**src/rtl/multicycle_adder.sv**
```systemverilog
// Multi-cycle ripple adder/subtractor: adds two WIDTH-bit operands DIGIT bits
// per clock, LSB digit first, under a start/busy/done handshake.
// Ports:
//   clk       clock, all state updates on rising edge
//   rst_n     synchronous active-low reset
//   start     request, sampled only in IDLE or DONE
//   sub       0: in_1+in_2+c_in, 1: in_1+~in_2+1
//   in_1      operand A, latched on accepted start
//   in_2      operand B, latched on accepted start
//   c_in      carry-in, latched on accepted start (ignored when sub=1)
//   busy      high while the operation is running
//   done      one-cycle pulse, result registers valid
//   out       result, holds last completed result
//   c_out     carry out of MSB (subtract: 1 = no borrow)
//   overflow  signed overflow flag
//   zero      high when out == 0
module multicycle_adder #(
    parameter int unsigned WIDTH = 32,
    parameter int unsigned DIGIT = 2
) (
    input  logic             clk,
    input  logic             rst_n,
    input  logic             start,
    input  logic             sub,
    input  logic [WIDTH-1:0] in_1,
    input  logic [WIDTH-1:0] in_2,
    input  logic             c_in,
    output logic             busy,
    output logic             done,
    output logic [WIDTH-1:0] out,
    output logic             c_out,
    output logic             overflow,
    output logic             zero
);

    localparam int unsigned STEPS = WIDTH / DIGIT;
    localparam int unsigned SW    = (STEPS > 1) ? $clog2(STEPS) : 1;
    localparam int unsigned DW    = DIGIT + 1;

    localparam logic [1:0] S_IDLE = 2'd0;
    localparam logic [1:0] S_RUN  = 2'd1;
    localparam logic [1:0] S_DONE = 2'd2;

    logic [1:0]       state_q,    state_d;
    logic [SW-1:0]    step_q,     step_d;
    logic [WIDTH-1:0] a_q,        a_d;
    logic [WIDTH-1:0] b_q,        b_d;
    logic             carry_q,    carry_d;
    logic [WIDTH-1:0] part_q,     part_d;
    logic [WIDTH-1:0] out_d;
    logic             c_out_d, overflow_d, zero_d, busy_d, done_d;

    int unsigned      idx;
    logic [DIGIT-1:0] a_dig, b_dig;
    logic [DIGIT:0]   dsum;
    logic             c_into_msb;

    // Next-state, datapath and registered-output logic
    always_comb begin
        state_d    = state_q;
        step_d     = step_q;
        a_d        = a_q;
        b_d        = b_q;
        carry_d    = carry_q;
        part_d     = part_q;
        out_d      = out;
        c_out_d    = c_out;
        overflow_d = overflow;
        zero_d     = zero;
        busy_d     = 1'b0;
        done_d     = 1'b0;

        idx   = int'(step_q) * DIGIT;
        a_dig = a_q[idx +: DIGIT];
        b_dig = b_q[idx +: DIGIT];
        dsum  = {1'b0, a_dig} + {1'b0, b_dig} + DW'(carry_q);
        // Carry into the digit MSB recovered from the sum bit and its operands
        c_into_msb = dsum[DIGIT-1] ^ a_dig[DIGIT-1] ^ b_dig[DIGIT-1];

        case (state_q)
            S_IDLE, S_DONE: begin
                if (start) begin
                    a_d     = in_1;
                    b_d     = sub ? ~in_2 : in_2;
                    carry_d = sub ? 1'b1 : c_in;
                    step_d  = '0;
                    part_d  = '0;
                    busy_d  = 1'b1;
                    state_d = S_RUN;
                end else begin
                    state_d = S_IDLE;
                end
            end
            S_RUN: begin
                part_d[idx +: DIGIT] = dsum[DIGIT-1:0];
                carry_d = dsum[DIGIT];
                step_d  = step_q + SW'(1);
                if (step_q == SW'(STEPS - 1)) begin
                    out_d      = part_d;
                    c_out_d    = dsum[DIGIT];
                    overflow_d = c_into_msb ^ dsum[DIGIT];
                    zero_d     = (part_d == '0);
                    done_d     = 1'b1;
                    state_d    = S_DONE;
                end else begin
                    busy_d = 1'b1;
                end
            end
            default: state_d = S_IDLE;
        endcase
    end

    // State and output registers, synchronous reset
    always_ff @(posedge clk) begin
        if (!rst_n) begin
            state_q  <= S_IDLE;
            step_q   <= '0;
            a_q      <= '0;
            b_q      <= '0;
            carry_q  <= 1'b0;
            part_q   <= '0;
            out      <= '0;
            c_out    <= 1'b0;
            overflow <= 1'b0;
            zero     <= 1'b0;
            busy     <= 1'b0;
            done     <= 1'b0;
        end else begin
            state_q  <= state_d;
            step_q   <= step_d;
            a_q      <= a_d;
            b_q      <= b_d;
            carry_q  <= carry_d;
            part_q   <= part_d;
            out      <= out_d;
            c_out    <= c_out_d;
            overflow <= overflow_d;
            zero     <= zero_d;
            busy     <= busy_d;
            done     <= done_d;
        end
    end

endmodule
```
**config.mk**
```make
export PLATFORM = sky130hd
export DESIGN_NAME = multicycle_adder
export DESIGN_NICKNAME = d
export VERILOG_FILES = /design/src/rtl/multicycle_adder.sv
export SDC_FILE = /design/constraint.sdc
export NUM_CORES = 1
export LEC_CHECK = 0
export ABC_AREA = 1
export CORE_MARGIN = 5
export CORE_UTILIZATION = 43
export DETAILED_ROUTE_END_ITERATION = 10
export PLACE_DENSITY_LB_ADDON = 0.2
export SLEW_MARGIN = 5
export SYNTH_ARGS = -nofsm -noshare
export SYNTH_HDL_FRONTEND = slang
export SYNTH_SLANG_ARGS = --single-unit
```
**constraint.sdc**
```tcl
create_clock -name clk -period 3.3 [get_ports clk]
set_input_delay 0.495 -clock clk [delete_from_list [all_inputs] [get_ports clk]]
set_output_delay 0.495 -clock clk [all_outputs]
set_load 0.005 [all_outputs]
```
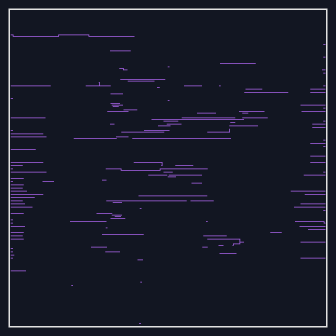
Fig. 1. Signal wires on met3.
nets with wire on the layer: 111
wire length on this layer: 1100 µm
main direction: horizontal
share of all routed wire: 6.1%

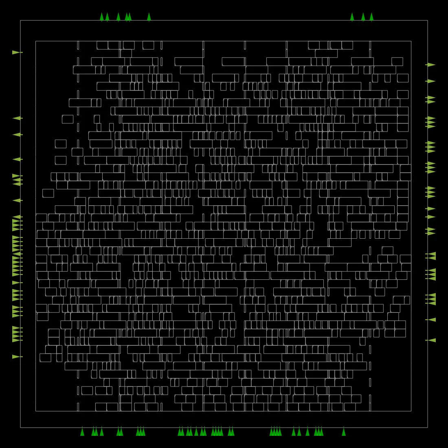
Fig. 2. Cell placement.
core area: 0.01520 mm²
Filler cells: 1449
final core occ: 56.96%
flop count: 140

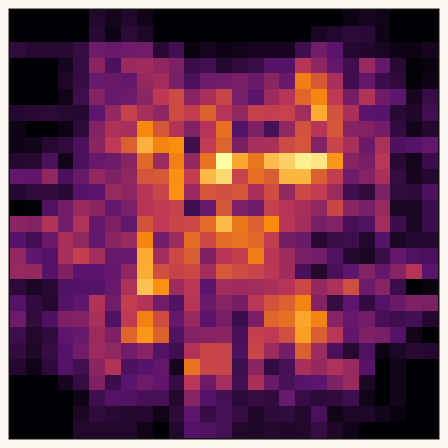
Fig. 3. Signal metal coverage by tile.
27 x 27 tiles, from black (low) to pale yellow (high), scaled to the fullest tile. Values are wire area over tile area, all layers added.
densest ninth of the die: centre
mean over tiles: 0.16
nearly empty tiles: 12%
tiles over half the peak: 17%

==> deck_impl_summary.md <==
Flow Results at a Glance

Timing
  • Final hold slack: 0.4625 ns
  • Max Fclk: 322.2 MHz
  • Slew headroom: 41.89%
  • Worst slew pin tran: 0.8717 ns
  • Setup ws final: 0.1959 ns
  • Clock Skew: 0.005471 ns
  • Final period util: 94.06%
  • Post-layout min period: 3.104 ns
  • Final Slew Violations: 0
  • Setup TNS: 0 ns
  • Final hold vios: 0
  • Final Setup Violations: 0

Placement
  • HPWL after detailed placement: 12.43 mm
  • Pre-CTS WS: 0.06056 ns
  • Port Buffers: roughly 110
  • Post-DP Area: ~0.0079 mm²
  • Dpl cells: 1194
  • Final Wtd Congestion: 0.8991

Clock tree
  • CTS tree: built
  • Clock Tree Buf Depth: 2
  • Clock Sinks: between 100 and 150
  • CTS root buf: clkbuf_16
  • H-tree depth: 4
  • PostCTS Resize Cnt: 0
  • Reg clk slew, reported paths: 0.06 ns
  • Quantity of hold-fixing buffers added after cts: 0
  • Num CTS Buffers: 17
  • Post-CTS setup repair buffer count: 0
  • Worst-Skew Late Latency: 0.42 ns

Synthesis
  • Cells after synthesis: 935
  • Seq share, synth: approximately two fifths
  • # Cells Yosys: 935
  • YS chip area: between 0.006 and 0.007 mm²
  • Simple Share, Synth: 26.91%
  • Number of enable flip-flop cells: 0
  • Mux share: 0%
  • FFs w/ async S/R, synth: 0%
  • Synth cell types: 36
  • Net Count, Synth: 1011
  • Main logic family: simple AND/OR/NAND/NOR gates
  • Synth warn: 0
  • Syn_area_per_cell: 7.151 µm²
  • Area fraction in compound gates after synthesis: between 15 and 20%
  • Adder Area Share: ~1.5%
  • Cell Area, Synth: 0.006686 mm²
  • Register bit total from synthesis: 140
  • XOR/XNOR Fraction of Synth Area: under 10%
  • Main flop type: dfxtp_1

Floorplanning
  • Site Rows: between 40 and 50
  • Tapcell Cnt: 188
  • Die X: 134.7 µm
  • Fp_density: ~44%
  • Die area: 0.01814 mm²
  • I/O pin cnt: 106
  • Die H: 134.7 µm

Routing
  • Drt drc: 0
  • Top sig layer: met4
  • ANT nets after route: 0
  • Wirelength per Cell: 14.59 µm
  • Vias per inst: 5.182
  • DRT Pass-1 Iters: 5
  • DR iter-0 viols: ~490
  • Vias: between 6k and 7k
  • Met1 Wirelength: between 8 and 9 mm
  • Routed met2 length: 7.698 mm
  • Total wire length: 17.98 mm
  • Met3 wire length: 1.096 mm

Setup path
  • Most used cell, CP: nand2_1
  • Worst-path cell chain: buf_8, buf_4, nor2_1, o22ai_1, o211ai_1, nand2_1, fa_1, inv_1, fa_2, nor3_4, inv_1, nand2_1, nand2_1, nand2_1, nor2_1, nand2_1, nor2_2, nand2_1, nor2_1, nand2_1, a21oi_1
  • CP Class: register to register
  • Worst R2R Setup Slack: 0.20 ns
  • Worst r2r path cells: 21
  • Arrival @ worst endpoint: approximately 3.4 ns
  • Crit Reg-Reg Endpoint: zero
  • Element type at the critical path start: register
  • CP delay by family, top: simple AND/OR/NAND/NOR gates
  • Max stage delay on crit path: between 0.4 and 0.5 ns
  • CP Buf/Inv Count: 4
  • Beginning of the critical path: step_q[0]
  • Worst reg2reg path startpoint: step_q[0]
  • Crit-path slowest cell: fa_2
  • Crit path max fanout: 11
  • Setup crit end: zero
  • Worst path required time: 3.59 ns
  • Number of cells on the critical path: 21
  • Crit. End Element: register

Global route
  • GRT Resource Usage Total: 20.03%
  • Vias in the first global route: 5858
  • GRT overflow: 0
  • Met1 Use GR: 28.71%
  • Most Used Layer, Global Route: met2
  • Initial antenna violation count: 0
  • Grt met2 use: 29.35%
  • First-pass GRT wire length: 29.49 mm
  • Met3 Use GR: 5.142%
  • Pin count of the biggest net entering global routing: 101

Worst hold path
  • Hold Crit Class: register to register
  • Hold worst-path end: part_q[30]
  • Worst Min Path Start: part_q[30]
  • Hold path cells: 2

Power and ir drop
  • Seq pwr share: 40.3%
  • P_comb: 0.000677 W
  • Power, Total: 0.004496 W
  • Top power group: clock
  • Combinational share of power: 15.0%
  • Sw Ratio: around 25%
  • Clock Power Share: 44.6%
  • Switching power: 0.001132 W
  • P_leak: 3.385 nW
  • Worst IR drop on VDD: around 380 µV
  • Clk pwr: approximately 0.0020 W
  • PwrDens: 519.2 mW/mm²
  • Pint: 0.003363 W

Cells and area
  • Share of cells above drive strength 1: under 10%
  • Comb/total area: 39.91%
  • Post-route cell area: 0.008660 mm²
  • Inserted Diodes: 0
  • Layout clock area frac: 7.167%
  • Inverters excl. clock: 53
  • Dominant logic cell type in the layout: nand2_1
  • Nets@finish: 1107
  • Dominant kind of cell: logic gates
  • Signal buffers: 139
  • P&R area growth vs syn: 29.51%
  • Clock buffer count in the final layout: 25
  • MI comb area: 0.003456 mm²
  • Top cells excl fill/tap: nand2_1, dfxtp_1, o21ai_0, nor2_1, clkdlybuf4s50_1
  • Final non-clock buffer share: roughly 15%
  • Final cell count without fillers: 1232
  • Multi-input gates: 680

Status
  • Status: complete, no violations

Flow run
  • Tool warnings: 31
  • Max-cap violation count: 0
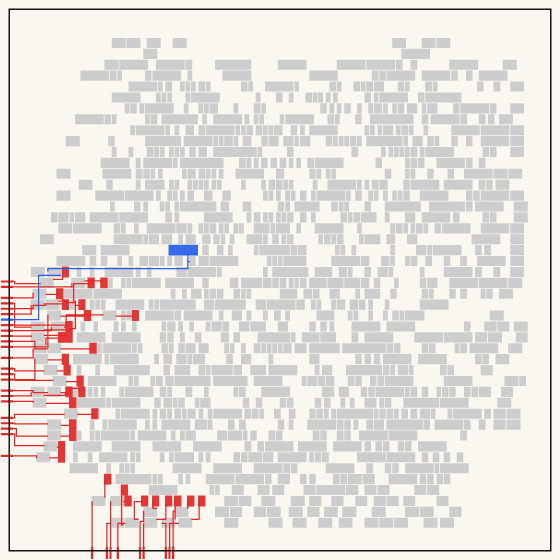
Fig. 4. I/O nets highlighted.
legend:
  overflow:
    colour: blue
    direction: output
    edge: west
    end_cells: 1
    buffers: 1
    wire: 65.4 µm
  in_1:
    colour: red
    direction: input
    edge: 23 west, 9 south
    end_cells: 32
    buffers: 32
    wire: 474 µm

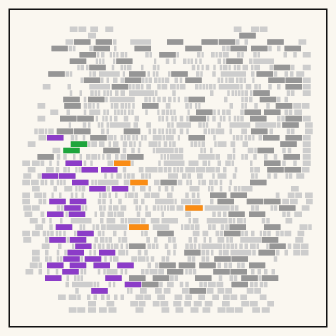
Fig. 5. Where the registers sit.
legend:
  state_q:
    colour: green
    sequential_cells: 2
  a_q:
    colour: purple
    sequential_cells: 32
  step_q:
    colour: orange
    sequential_cells: 4
    where: centre
flop share of the area: 32.44%
Flop area: 0.002809 mm²
sequential power: 0.00181 W

cells in the mapped netlist, types with 2 or more instances:
master,instances,share of area [%]
nand2_1,168,9.4
dfxtp_1,140,42
o21ai_0,120,9.0
nor2_1,116,6.5
nand3_1,86,6.4
a21oi_1,76,5.7
clkbuf_1,51,2.9
inv_1,44,2.5
xnor2_1,33,4.3
nand4_1,12,1.1
o22ai_1,9,0.84
o211ai_1,8,0.90
buf_2,7,0.52
inv_2,7,0.39
nor2_2,7,0.65
o21bai_1,7,0.79
ha_1,5,0.94
nand2_2,5,0.47
nor2_4,4,0.67
nor3_1,4,0.30
o21ai_1,4,0.30
o221ai_1,4,0.52
nand2_4,3,0.51
buf_6,2,0.34
fa_1,2,0.60
Power is estimated from default activity; no workload was simulated.
